### config.mk
export PLATFORM = sky130hd
export DESIGN_NAME = i2c_master_byte_engine
export DESIGN_NICKNAME = d
export VERILOG_FILES = /design/src/rtl/i2c_master_byte_engine.sv
export SDC_FILE = /design/constraint.sdc
export NUM_CORES = 1
export LEC_CHECK = 0
export CAP_MARGIN = 10
export CORE_MARGIN = 2
export CORE_UTILIZATION = 40
export CTS_BUF_LIST = sky130_fd_sc_hd__clkbuf_4 sky130_fd_sc_hd__clkbuf_8
export DETAILED_ROUTE_END_ITERATION = 10
export MAX_ROUTING_LAYER = met4
export PLACE_DENSITY = 0.6
export SLEW_MARGIN = 20
export SYNTH_ARGS = -nofsm -noshare
export SYNTH_HDL_FRONTEND = slang
export SYNTH_SLANG_ARGS = --single-unit
### constraint.sdc
create_clock -name clk -period 3.03 [get_ports clk]
set_input_delay 0.606 -clock clk [delete_from_list [all_inputs] [get_ports clk]]
set_output_delay 0.606 -clock clk [all_outputs]
set_load 0.05 [all_outputs]
### src/rtl/i2c_master_byte_engine.sv
`timescale 1ns/1ps
// Single-byte I2C master: START, {addr,rw}, ACK, one data byte, ACK/NACK, STOP; one scl_tick per SCL half-period.
// Define I2C_CLK_STRETCH_EN to let a slave holding SCL low (scl_i=0) stall the high-phase action.
module i2c_master_byte_engine (
  input  logic       clk,
  input  logic       rst,
  input  logic       scl_tick,
  input  logic       start,
  input  logic [6:0] addr,
  input  logic       rw,
  input  logic [7:0] wdata,
  output logic       scl_o,
  input  logic       scl_i,
  output logic       sda_oe,
  input  logic       sda_i,
  output logic       busy,
  output logic       done,
  output logic       ack_err,
  output logic [7:0] rdata
);

  typedef enum logic [3:0] {
    S_IDLE, S_START, S_ADDR, S_ADDR_ACK, S_WR_DATA, S_WR_ACK, S_RD_DATA, S_RD_ACK, S_STOP
  } state_e;

  state_e     state_q, state_d;
  logic       phase_q, phase_d;   // 0: next tick is the low half of a slot, 1: the high half
  logic [2:0] bit_q, bit_d;
  logic [1:0] stop_q, stop_d;
  logic [7:0] abyte_q, abyte_d;
  logic [7:0] wbyte_q, wbyte_d;
  logic       scl_q, scl_d;
  logic       sda_oe_q, sda_oe_d;
  logic       busy_q, busy_d;
  logic       done_q, done_d;
  logic       ack_err_q, ack_err_d;
  logic [7:0] rdata_q, rdata_d;
  logic       high_ok;
  logic       tx_drive;
  logic       tx_bit;

`ifdef I2C_CLK_STRETCH_EN
  assign high_ok = scl_i;
`else
  logic unused_scl_i;
  assign unused_scl_i = scl_i;
  assign high_ok      = 1'b1;
`endif

  assign tx_drive = (state_q == S_ADDR) || (state_q == S_WR_DATA);
  assign tx_bit   = (state_q == S_ADDR) ? abyte_q[bit_q] : wbyte_q[bit_q];

  always_comb begin
    // NOTE: every _d gets a default first so no path through the case infers a latch.
    state_d   = state_q;
    phase_d   = phase_q;
    bit_d     = bit_q;
    stop_d    = stop_q;
    abyte_d   = abyte_q;
    wbyte_d   = wbyte_q;
    scl_d     = scl_q;
    sda_oe_d  = sda_oe_q;
    busy_d    = busy_q;
    done_d    = 1'b0;
    ack_err_d = ack_err_q;
    rdata_d   = rdata_q;

    case (state_q)
      S_IDLE: begin
        if (start) begin
          abyte_d   = {addr, rw};
          wbyte_d   = wdata;
          busy_d    = 1'b1;
          ack_err_d = 1'b0;
          state_d   = S_START;
        end
      end
      S_START: begin
        if (scl_tick) begin
          sda_oe_d = 1'b1;
          bit_d    = 3'd7;
          phase_d  = 1'b0;
          state_d  = S_ADDR;
        end
      end
      S_ADDR, S_ADDR_ACK, S_WR_DATA, S_WR_ACK, S_RD_DATA, S_RD_ACK: begin
        if (scl_tick && !phase_q) begin
          scl_d    = 1'b0;
          sda_oe_d = tx_drive ? ~tx_bit : 1'b0;
          phase_d  = 1'b1;
        end else if (scl_tick && phase_q && high_ok) begin
          scl_d   = 1'b1;
          phase_d = 1'b0;
          stop_d  = 2'd0;
          case (state_q)
            S_ADDR: begin
              if (bit_q == 3'd0) state_d = S_ADDR_ACK;
              else               bit_d   = bit_q - 3'd1;
            end
            S_ADDR_ACK: begin
              bit_d = 3'd7;
              if (sda_i) begin
                ack_err_d = 1'b1;
                state_d   = S_STOP;
              end else begin
                state_d = abyte_q[0] ? S_RD_DATA : S_WR_DATA;
              end
            end
            S_WR_DATA: begin
              if (bit_q == 3'd0) state_d = S_WR_ACK;
              else               bit_d   = bit_q - 3'd1;
            end
            S_WR_ACK: begin
              if (sda_i) ack_err_d = 1'b1;
              state_d = S_STOP;
            end
            S_RD_DATA: begin
              rdata_d = {rdata_q[6:0], sda_i};
              if (bit_q == 3'd0) state_d = S_RD_ACK;
              else               bit_d   = bit_q - 3'd1;
            end
            S_RD_ACK: state_d = S_STOP;
            default: ;
          endcase
        end
      end
      S_STOP: begin
        if (scl_tick) begin
          case (stop_q)
            2'd0: begin
              scl_d    = 1'b0;
              sda_oe_d = 1'b1;
              stop_d   = 2'd1;
            end
            2'd1: begin
              scl_d  = 1'b1;
              stop_d = 2'd2;
            end
            default: begin
              sda_oe_d = 1'b0;
              stop_d   = 2'd0;
              done_d   = 1'b1;
              busy_d   = 1'b0;
              state_d  = S_IDLE;
            end
          endcase
        end
      end
      default: state_d = S_IDLE;
    endcase
  end

  // NOTE: state is updated only with non-blocking assignments so every flop samples the same pre-edge values.
  always_ff @(posedge clk) begin
    if (rst) begin
      state_q   <= S_IDLE;
      phase_q   <= 1'b0;
      bit_q     <= 3'd7;
      stop_q    <= 2'd0;
      abyte_q   <= 8'h00;
      wbyte_q   <= 8'h00;
      scl_q     <= 1'b1;
      sda_oe_q  <= 1'b0;
      busy_q    <= 1'b0;
      done_q    <= 1'b0;
      ack_err_q <= 1'b0;
      rdata_q   <= 8'h00;
    end else begin
      state_q   <= state_d;
      phase_q   <= phase_d;
      bit_q     <= bit_d;
      stop_q    <= stop_d;
      abyte_q   <= abyte_d;
      wbyte_q   <= wbyte_d;
      scl_q     <= scl_d;
      sda_oe_q  <= sda_oe_d;
      busy_q    <= busy_d;
      done_q    <= done_d;
      ack_err_q <= ack_err_d;
      rdata_q   <= rdata_d;
    end
  end

  assign scl_o   = scl_q;
  assign sda_oe  = sda_oe_q;
  assign busy    = busy_q;
  assign done    = done_q;
  assign ack_err = ack_err_q;
  assign rdata   = rdata_q;

endmodule

Fig. 1: run 1, wiring by layer
Two of the layers only.
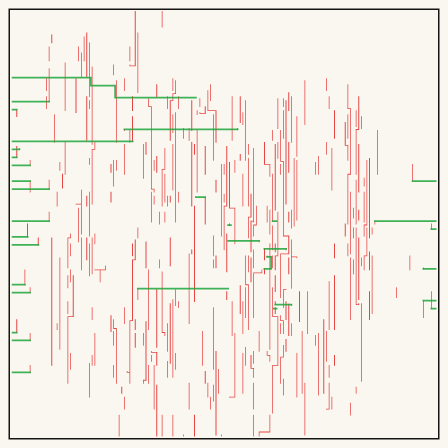
legend:
  red:
    layer: met2
    wire_length: 1620 um
  green:
    layer: met3
    wire_length: 174 um
routed wire length: 3910 um
gr usage total: 16.2%
via count: 1576
WL per Instance: 13.0 um

Fig. 2: run 1, M1 wires
Supply wires on this layer in grey.
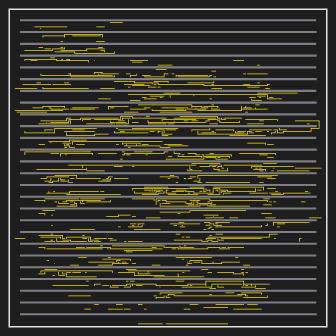
nets with wire on the layer: 243
wire length on this layer: 2050 um

Fig. 3: run 1, close-up of the layout
The bar under the picture is 10 um long. Window x 22 to 52, y 22 to 52 um. Cells in grey, sequential cells in the stronger grey; small squares are vias.
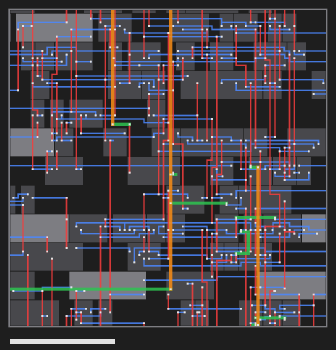
legend:
  orange:
    layer: met4
  blue:
    layer: met1
  red:
    layer: met2
  green:
    layer: met3
netlist names of flops here include: `state_q` (2)
cells with their middle in the window: 69
sequential cells in the window: 5
most frequent: nor2_1 (6), nand2_1 (6), dfxtp_1 (5)

run 1: per-stage QoR:
step / power (mW) / setup WS (ns) / utilization (%)
6_report: 1.66 / 0.857 / 50.0
5_1_grt: 1.78 / 0.763 / 50.0
3_5_place_dp: 1.33 / 0.556 / 48.1
4_1_cts: 1.68 / 0.859 / 50.0
2_1_floorplan: 1.19 / 1.30 / -
3_3_place_gp: 1.32 / 0.561 / 48.1
run 1: synth_stat cells (2+ instances only):
master	instances	area, um^2
buf_6	2	22.5
ha_1	2	25.0
mux2i_1	14	140
inv_1	6	22.5
buf_2	6	30.0
nor3_1	7	35.0
nand2_1	39	146
and3_1	4	25.0
nor2b_1	4	25.0
nand3_1	3	15.0
o21ai_0	5	25.0
clkbuf_1	7	26.3
nor2_1	21	78.8
mux4_2	4	90.1
a221o_1	2	20.0
o21ai_1	4	20.0
a21oi_1	22	110
dfxtp_1	39	781
run 1: state kept, by name (all words and copies together) (netlist names):
| name | count |
|---|---|
| wbyte_q | 8 |
| abyte_q | 8 |
| state_q | 4 |
| phase_q | 1 |
| rdata | 8 |
| done | 1 |
| sda_oe | 1 |
| bit_q | 3 |
| stop_q | 2 |
| scl_o | 1 |
| busy | 1 |
| ack_err | 1 |
run 1: logic make-up (layout without fill, tap and decap cells):
kind of cell / Yosys count / count (layout) / synth area share (%)
xor+xnor: 2 / 2 / 0.917
mux: 18 / 18 / 12.0
buf+inv: 22 / 49 / 5.50
flops: 39 / 39 / 40.9
fa+ha+maj: 2 / 2 / 1.31
simple gates: 93 / 93 / 24.8
compound gates: 44 / 44 / 14.6
run 1: worst max-delay path, stage by stage:
cell	delay [ns]
clkdlybuf4s50_1	0.63
and2_1	0.22
o32ai_2	0.11
nor4_4	0.49
mux2i_1	0.24
nor2_1	0.05
==> run_results.csv, run 1 <==
group,metric,value,unit
run_status,status,"finished clean",
sta,grt_setup_unrepaired,"false",
floorplanning,die_x,73.1,um
synthesis,yosys_cells,220,
cells_and_area,clockBufferCount,7,
grt,gr-usage-met2,22.2,%
routing,wl_met3,173,um
sta,skew,0.00474,ns
cells_and_area,fill_cells,454,
grt,antenna_found_initial,0,
synthesis,ys_seq_share,40.9,%
place,port_buffers,33,
setup_path,cp-endpoint,"state_q[1]",
synthesis,ys_ff,39,
cells_and_area,insertedDiodeCount,0,
setup_path,worstPathRequired,3.21,ns
grt,grt_use_met3,4.56,%
power,seq-power,683,uW
cells_and_area,final_cell_mix,"39 x nand2_1, 39 x dfxtp_1, 33 x clkdlybuf4s50_1",
cells_and_area,area_growth,21.9,%
cells_and_area,largest_class,"combinational gates",
power,p_seq_share,41.2,%
sta,setup_viol,0,
synthesis,syn_inst,220,
setup_path,r2r_setup_slack,1.00,ns
synthesis,edf_count,0,
power,internal_power,1.05,mW
job,drv_cap,0,
cts,clkSlewWorstSetupHoldPaths,0.07,ns
place,dp.cells,293,
hold_path,hold-path-endpoint,"wbyte_q[4]",
cts,clock_sinks,39,
cts,ctsResizeCount,0,
cells_and_area,drive_above_1_share,10.1,%
synthesis,synth_nets,244,
synthesis,synthArstFlopShare,0,%
hold_path,hp-class,"flip-flop to flip-flop",
sta,whs,0.453,ns
power,p_leak,0.865,nW
floorplanning,die_y,73.1,um
routing,drc,0,
routing,vias_per_cell,5.24,
place,place_congestion,0.848,
cells_and_area,nonClkBufAreaFrac,14.8,%
cts,cts_tree,"yes",
synthesis,ys_chip_area,1910,um^2
setup_path,worstSetupStartpoint,"scl_tick",
sta,setup_tns,0,ns
floorplanning,core-area,4660,um^2
job,warning_count,28,
cells_and_area,logic_gates,159,
cts,cts.path.max_buffers,2,
setup_path,r2r-end,"state_q[1]",
grt,grt_util_met1,23.1,%
sta,fmax,460,MHz
power,clockPowerShare,21.0,%
sta,hold_viol_final,0,
cts,cts_root_buf,"clkbuf_8",
floorplanning,dieArea,5350,um^2
routing,met1_length,2050,um
cells_and_area,nNetsFinal,270,
power,sw_frac_of_total,36.7,%
cells_and_area,seq_cells,39,
place,dpl.hpwl,2730,um
synthesis,synth_cell_types,47,
cells_and_area,finalNonFillerCells,301,
cells_and_area,comb-cell-share,44.0,%
setup_path,path_class,"primary input to flip-flop",
grt,grt_pass1_vias,1403,
routing,first_pass_iters,4,
sta,tightest_slew,0.729,ns
cells_and_area,sh_seq_area,33.5,%
place,postPlaceCellArea,2240,um^2
grt,grt.busiest_layer,"met1",
power,ir_drop,499,uV
sta,fin_crit_sh,71.7,%
cells_and_area,regArea,781,um^2
synthesis,ys.warnings.count,0,
synthesis,avgSynthCellArea,8.68,um^2
setup_path,cp.arrival,2.35,ns
setup_path,crit_path_start_kind,"primary input",
cts,numCtsBuffers,5,
routing,met2_length,1620,um
setup_path,ff2ff_path_depth,7,
sta,fin_crit,2.17,ns
hold_path,holdCritStartpoint,"wbyte_q[4]",
floorplanning,initCoreUtil,41.0,%
setup_path,end_kind,"flip-flop",
power,maxPowerGroup,"registers",
cells_and_area,n_all_inverters,6,
power,p_sw,608,uW
floorplanning,rows,25,
floorplanning,taps,54,
cells_and_area,design_area,2330,um^2
power,p_clk,349,uW
grt,overflow,0,
routing,routed.top_layer,"met4",
routing,postRouteAntennaNets,0,
cells_and_area,logic_area,1020,um^2
sta,timing.final.max_slew_violations,0,
power,pg_comb,627,uW
cells_and_area,clock_area_share,3.81,%
cts,cts_hold_buffers,0,
synthesis,synth_area,1910,um^2
routing,drtIter0Drc,82,
cts,cts_max_level,2,
cts,cts_setup_buffers,0,
synthesis,ff_type,"dfxtp_1",
grt,grt_pass1_wl,6600,um
grt,grt_start_max_net_pins,22,
floorplanning,ios,35,
power,combPwrFrac,37.8,%
setup_path,critPathMaxFanout,9,
sta,relSlewSlack,51.0,%
hold_path,min_path_cells,2,
setup_path,rr_startpoint,"bit_q[0]",
cts,worstSkewPairLatency,0.28,ns
power,p_per_area,712,nW/um^2
==> run 1 -> run 2 <==
Settings changed: PLACE_DENSITY 0.6 to 0.62.
Clock period 3.03 ns to 1.9 ns, I/O delays scaled along.
Fig. 4: run 2, port wiring
The bar under the picture is 20 um long.
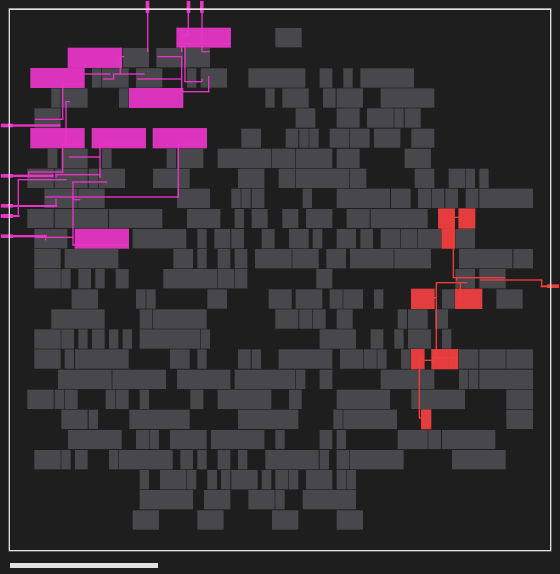
legend:
  magenta:
    port: `rdata`
    direction: output
    end_cells: 8
    buffers: 8
    wire: 205 um
  red:
    port: `scl_tick`
    direction: input
    end_cells: 9
    buffers: 2
    wire: 59.0 um

Fig. 5: run 2, M1 wires
Supply wires on this layer in grey.
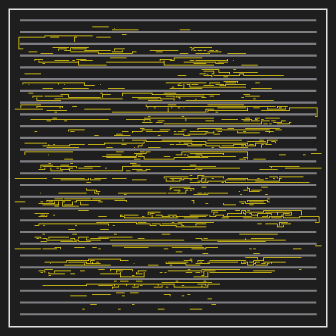
longest straight run: 29.9 um
nets with wire on the layer: 253

==> run_results.csv, run 2 <==
group,metric,value,unit
setup_path,rr_startpoint,"state_q[2]",
run_status,status,"finished clean",
routing,drtIter0Drc,88,
cts,clock_sinks,39,
routing,first_pass_iters,4,
hold_path,min_path_cells,2,
synthesis,top_cell_area_share,40.9,%
floorplanning,ios,35,
sta,setup_tns,0,ns
cts,cts_tree,"yes",
cells_and_area,nNetsFinal,284,
cells_and_area,insertedDiodeCount,0,
grt,grt_pass1_vias,1530,
synthesis,yosys_cells,220,
job,warning_count,28,
power,ir_drop,636,uV
cts,numCtsBuffers,5,
hold_path,hp-class,"flip-flop to flip-flop",
cells_and_area,fill_cells,431,
synthesis,ff_type,"dfxtp_1",
grt,antenna_found_initial,0,
setup_path,worstPathCellList,"clkdlybuf4s50_1",
cells_and_area,finalNonFillerCells,315,
place,place_congestion,0.819,
sta,fin_crit_sh,96.6,%
cts,cts_setup_buffers,0,
setup_path,worstPathRequired,1.52,ns
sta,timing.final.max_slew_violations,0,
synthesis,ys.warnings.count,0,
synthesis,synth_cell_types,47,
setup_path,r2r_setup_slack,0.16,ns
synthesis,ys_ff,39,
setup_path,worstSetupStartpoint,"rdata[6]",
cells_and_area,drive_above_1_share,15.7,%
synthesis,yosys-top-cells-count,"39 x dfxtp_1, 39 x nand2_1, 22 x a21oi_1, 21 x nor2_1, 14 x mux2i_1",
cts,cts_hold_buffers,0,
grt,grt_use_met3,4.14,%
sta,fin_crit,1.84,ns
cts,ctsResizeCount,0,
synthesis,area_leaders,"dfxtp_1 41%, nand2_1 7.7%, mux2i_1 7.3%",
synthesis,edf_count,0,
place,dp.cells,307,
hold_path,hold-path-endpoint,"abyte_q[7]",
synthesis,ys_seq_share,40.9,%
floorplanning,die_y,73.1,um
routing,drc,0,
cts,worstSkewPairLatency,0.29,ns
grt,gr-usage-met2,25.7,%
sta,skew,0.00256,ns
cts,cts_root_buf,"clkbuf_8",
synthesis,synth_nets,244,
setup_path,critPathMaxFanout,3,
job,drv_cap,0,
sta,fmax,545,MHz
sta,setup_viol,0,
routing,vias,1605,
routing,postRouteAntennaNets,0,
grt,grt_start_max_net_pins,38,
floorplanning,core-area,4660,um^2
setup_path,crit_path_start_kind,"flip-flop",
synthesis,syn_inst,220,
sta,timing.final.ws_setup,0.0650,ns
synthesis,avgSynthCellArea,8.68,um^2
power,p_per_area,1140,nW/um^2
synthesis,ys_chip_area,1910,um^2
setup_path,cp_slowest_cell,"clkdlybuf4s50_1",
floorplanning,initCoreUtil,41.0,%
floorplanning,rows,25,
run 2: cell counts after synthesis:
No cell type changed its count.
run 2: layout make-up:
type	instances	area [um^2]	share of cell area (%)
Clock buffer	6	76.3	3.08
Clock inverter	2	12.5	0.505
Inverter	6	22.5	0.909
Multi-Input combinational cell	159	1020	41.3
Sequential cell	39	782	31.5
Tap cell	54	67.6	2.73
Timing Repair Buffer	49	493	19.9
run 2: per-layer routing:
layer / up-vias / share of wire [%]
met5: - / 0
met4: 0 / 1.2
met3: 6 / 3.5
met2: 30 / 43
met1: 721 / 53
li1: 848 / -
run 2: how the worst max path moves through the flow:
| stage | end | slack, ns | depth (start not counted) |
|---|---|---|---|
| after CTS | rdata[0] | 0.03 | 1 |
| after global routing | state_q[1] | 0.01 | 9 |
| after detailed placement | state_q[2] | -0.08 | 7 |
| after floorplan | state_q[0] | 0.17 | 8 |
| after global placement | state_q[1] | -0.07 | 7 |
| final | rdata[6] | 0.06 | 1 |
run 2: cell families (layout without fill, tap and decap cells):
kind of cell             count (synthesis)  in the layout  share of synthesized area, %
AND/OR/NAND/NOR                         93             93                          24.8
AND-OR/OR-AND                           44             44                          14.6
flip-flops                              39             39                          40.9
buffers and inverters                   22             63                          5.50
multiplexers                            18             18                          12.0
adder cells (fa/ha/maj)                  2              2                          1.31
XOR/XNOR                                 2              2                         0.917
run 2: metrics by stage:
step           instance area, um^2  utilization [%]
6_report                      2480             53.2
5_1_grt                       2480             53.2
4_1_cts                       2470             53.0
3_5_place_dp                  2380             51.1
3_3_place_gp                  2380             51.1
2_1_floorplan                 1910                -
run 2: power breakdown:
part           leakage, nW  internal, mW  total [mW]  switching [mW]
Clock               0.0446         0.271       0.565           0.294
Combinational        0.636         0.576        1.19           0.615
Sequential           0.318         0.948        1.07           0.120
==> run 2 -> run 3 <==
Settings changed: GPL_TIMING_DRIVEN set to 0.
Fig. 6: run 3, the clock network
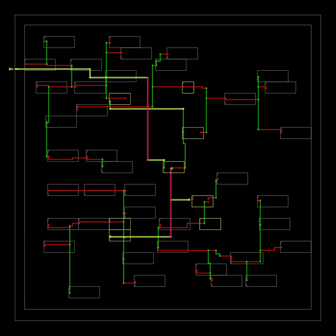
CLK BUF: 7
worst-skew pair later-pin latency: 0.29 ns
flop count: 39

Fig. 7: run 3, close-up of the layout
The bar under the picture is 10 um long. Window x 22 to 52, y 22 to 52 um. Cells in grey, sequential cells in the stronger grey; small squares are vias.
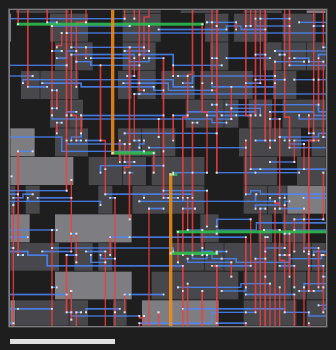
legend:
  red:
    layer: met2
  orange:
    layer: met4
  blue:
    layer: met1
  green:
    layer: met3
cells with their middle in the window: 66
netlist names of flops here include: `abyte_q` (3)
sequential cells in the window: 5

==> run_results.csv, run 3 <==
group,metric,value,unit
grt,overflow,0,
setup_path,critPathMaxFanout,3,
floorplanning,die_x,73.1,um
routing,routed.top_layer,"met4",
setup_path,cp_slowest_cell,"clkdlybuf4s50_1",
synthesis,ys.warnings.count,0,
cells_and_area,area_growth,30.0,%
setup_path,worst_path_largest_cell_delay,0.81,ns
cells_and_area,finalNonFillerCells,320,
place,post-place-ws,-0.371,ns
synthesis,synth_cell_types,47,
synthesis,edf_count,0,
routing,avgRoutedWirePerCell,13.0,um
synthesis,area_leaders,"dfxtp_1 41%, nand2_1 7.7%, mux2i_1 7.3%",
place,port_buffers,32,
routing,first_pass_iters,4,
job,warning_count,28,
power,ir_drop,731,uV
place,postPlaceCellArea,2300,um^2
cts,cts_hold_buffers,0,
sta,fin_crit_sh,97.1,%
synthesis,synth_area,1910,um^2
sta,hold_viol_final,0,
cts,ctsResizeCount,1,
place,place_congestion,0.872,
routing,drc,0,
place,dpl.hpwl,2990,um
floorplanning,initCoreUtil,41.0,%
setup_path,cp_top_family,"buffers and inverters",
grt,grt_pass1_wl,6910,um
floorplanning,core-area,4660,um^2
synthesis,yosys-top-cells-count,"39 x dfxtp_1, 39 x nand2_1, 22 x a21oi_1, 21 x nor2_1, 14 x mux2i_1",
floorplanning,die_y,73.1,um
sta,setup_viol,0,
synthesis,synth_nets,244,
synthesis,avgSynthCellArea,8.68,um^2
sta,timing.final.max_slew_violations,0,
cts,cts_max_level,2,
sta,relSlewSlack,64.4,%
grt,grt_pass1_vias,1492,
run_status,status,"finished clean",
cells_and_area,nNetsFinal,289,
sta,whs,0.455,ns
cells_and_area,insertedDiodeCount,0,
sta,setup_tns,0,ns
cells_and_area,regArea,782,um^2
routing,drtIter0Drc,85,
routing,routed_wl,4150,um
cells_and_area,fin_util,53.3,%
job,drv_cap,0,
sta,fmax,542,MHz
sta,skew,0.00755,ns
power,p_leak,0.966,nW
cts,clkSlewWorstSetupHoldPaths,0.07,ns
routing,wl_met3,166,um
cells_and_area,drive_above_1_share,15.8,%
setup_path,crit_path_start_kind,"flip-flop",
grt,grtUsageTotal,17.3,%
synthesis,synthArstFlopShare,0,%
setup_path,worstPathRequired,1.52,ns
synthesis,yosys_cells,220,
routing,vias_per_cell,5.04,
place,dp.cells,306,
cells_and_area,final_common_cell,"nand2_1",
synthesis,ff_type,"dfxtp_1",
floorplanning,ios,35,
hold_path,hp-class,"flip-flop to flip-flop",
synthesis,ys_ff,39,
grt,antenna_found_initial,0,
floorplanning,dieArea,5350,um^2
routing,met1_length,2050,um
cells_and_area,final_cell_mix,"39 x nand2_1, 38 x dfxtp_1, 30 x clkdlybuf4s50_1",
cells_and_area,logic_area,1040,um^2
routing,vias,1612,
synthesis,top_area_cell,"dfxtp_1",
cts,cts_setup_buffers,1,
power,p_per_area,1150,nW/um^2
synthesis,syn_inst,220,
routing,postRouteAntennaNets,0,
cts,cts_root_buf,"clkbuf_8",
sta,tightest_slew,0.534,ns
synthesis,ys_seq_share,40.9,%
cells_and_area,design_area,2480,um^2
sta,timing.final.ws_setup,0.0558,ns
setup_path,cp.arrival,1.46,ns
power,p_total,2.85,mW
cts,cts_tree,"yes",
synthesis,ys_chip_area,1910,um^2
cts,clock_sinks,39,
setup_path,path_class,"flip-flop to output pin",
setup_path,worstPathCellList,"clkdlybuf4s50_1",
floorplanning,rows,25,
routing,met2_length,1890,um
setup_path,end_kind,"output pin",
cts,cts.path.max_buffers,2,
sta,fin_crit,1.84,ns
synthesis,top_cell_area_share,40.9,%
grt,grt_start_max_net_pins,13,
cells_and_area,fill_cells,448,
setup_path,path_buffers,1,
cts,numCtsBuffers,5,
==> run 3: cell types whose count changed in the layout (fill, tap and decap cells not counted), moves of 2 or more <==
cell | before | now
buf_4 | 14 | 7
buf_6 | 0 | 3
clkbuf_1 | 0 | 6
clkbuf_8 | 5 | 7
buf_2 | 0 | 4
buf_12 | 3 | 0
==> run 3: layout make-up <==
| type | count | share of cell area, % |
|---|---|---|
| buffer | 16 | 3.73 |
| clock buffer | 7 | 3.88 |
| clock inverter | 1 | 0.302 |
| inverter | 6 | 0.907 |
| multi-input combinational | 159 | 42.1 |
| sequential | 39 | 31.5 |
| tap | 54 | 2.72 |
| timing repair buffer | 38 | 14.9 |
==> run 3: logic make-up (layout without fill, tap and decap cells) <==
group	after synthesis	in the layout	synth area share [%]
xor+xnor	2	2	0.917
mux	18	18	12.0
compound gates	44	44	14.6
flops	39	39	40.9
fa+ha+maj	2	2	1.31
simple gates	93	93	24.8
buf+inv	22	68	5.50
==> run 3: metal layers <==
metal / track usage, % / vias up
met5: - / -
met4: 4.94 / 0
met3: 4.14 / 5
met2: 26.0 / 28
met1: 23.1 / 724
li1: - / 855
==> run 3: report_power, final <==
part	internal, mW	switching (mW)	total, mW
Clock	0.330	0.297	0.628
Sequential	0.945	0.0679	1.01
Combinational	0.538	0.675	1.21
Total	1.81	1.04	2.85
==> run 3: final timing paths <==
path	startpoint	end	slack, ns	depth (start not counted)
max	rdata[0]	rdata[0]	0.06	1
min	abyte_q[6]	abyte_q[6]	0.46	2
max reg2reg	state_q[0]	sda_oe	0.10	4
min reg2reg	abyte_q[6]	abyte_q[6]	0.46	2
==> run 3: worst min-delay path: stages, from the launching register on <==
cell	delay (ns)
dfxtp_1	0.31
nand2_1	0.05
a21oi_1	0.05
Power figures rest on the tool's default switching activity, not on a simulated workload.
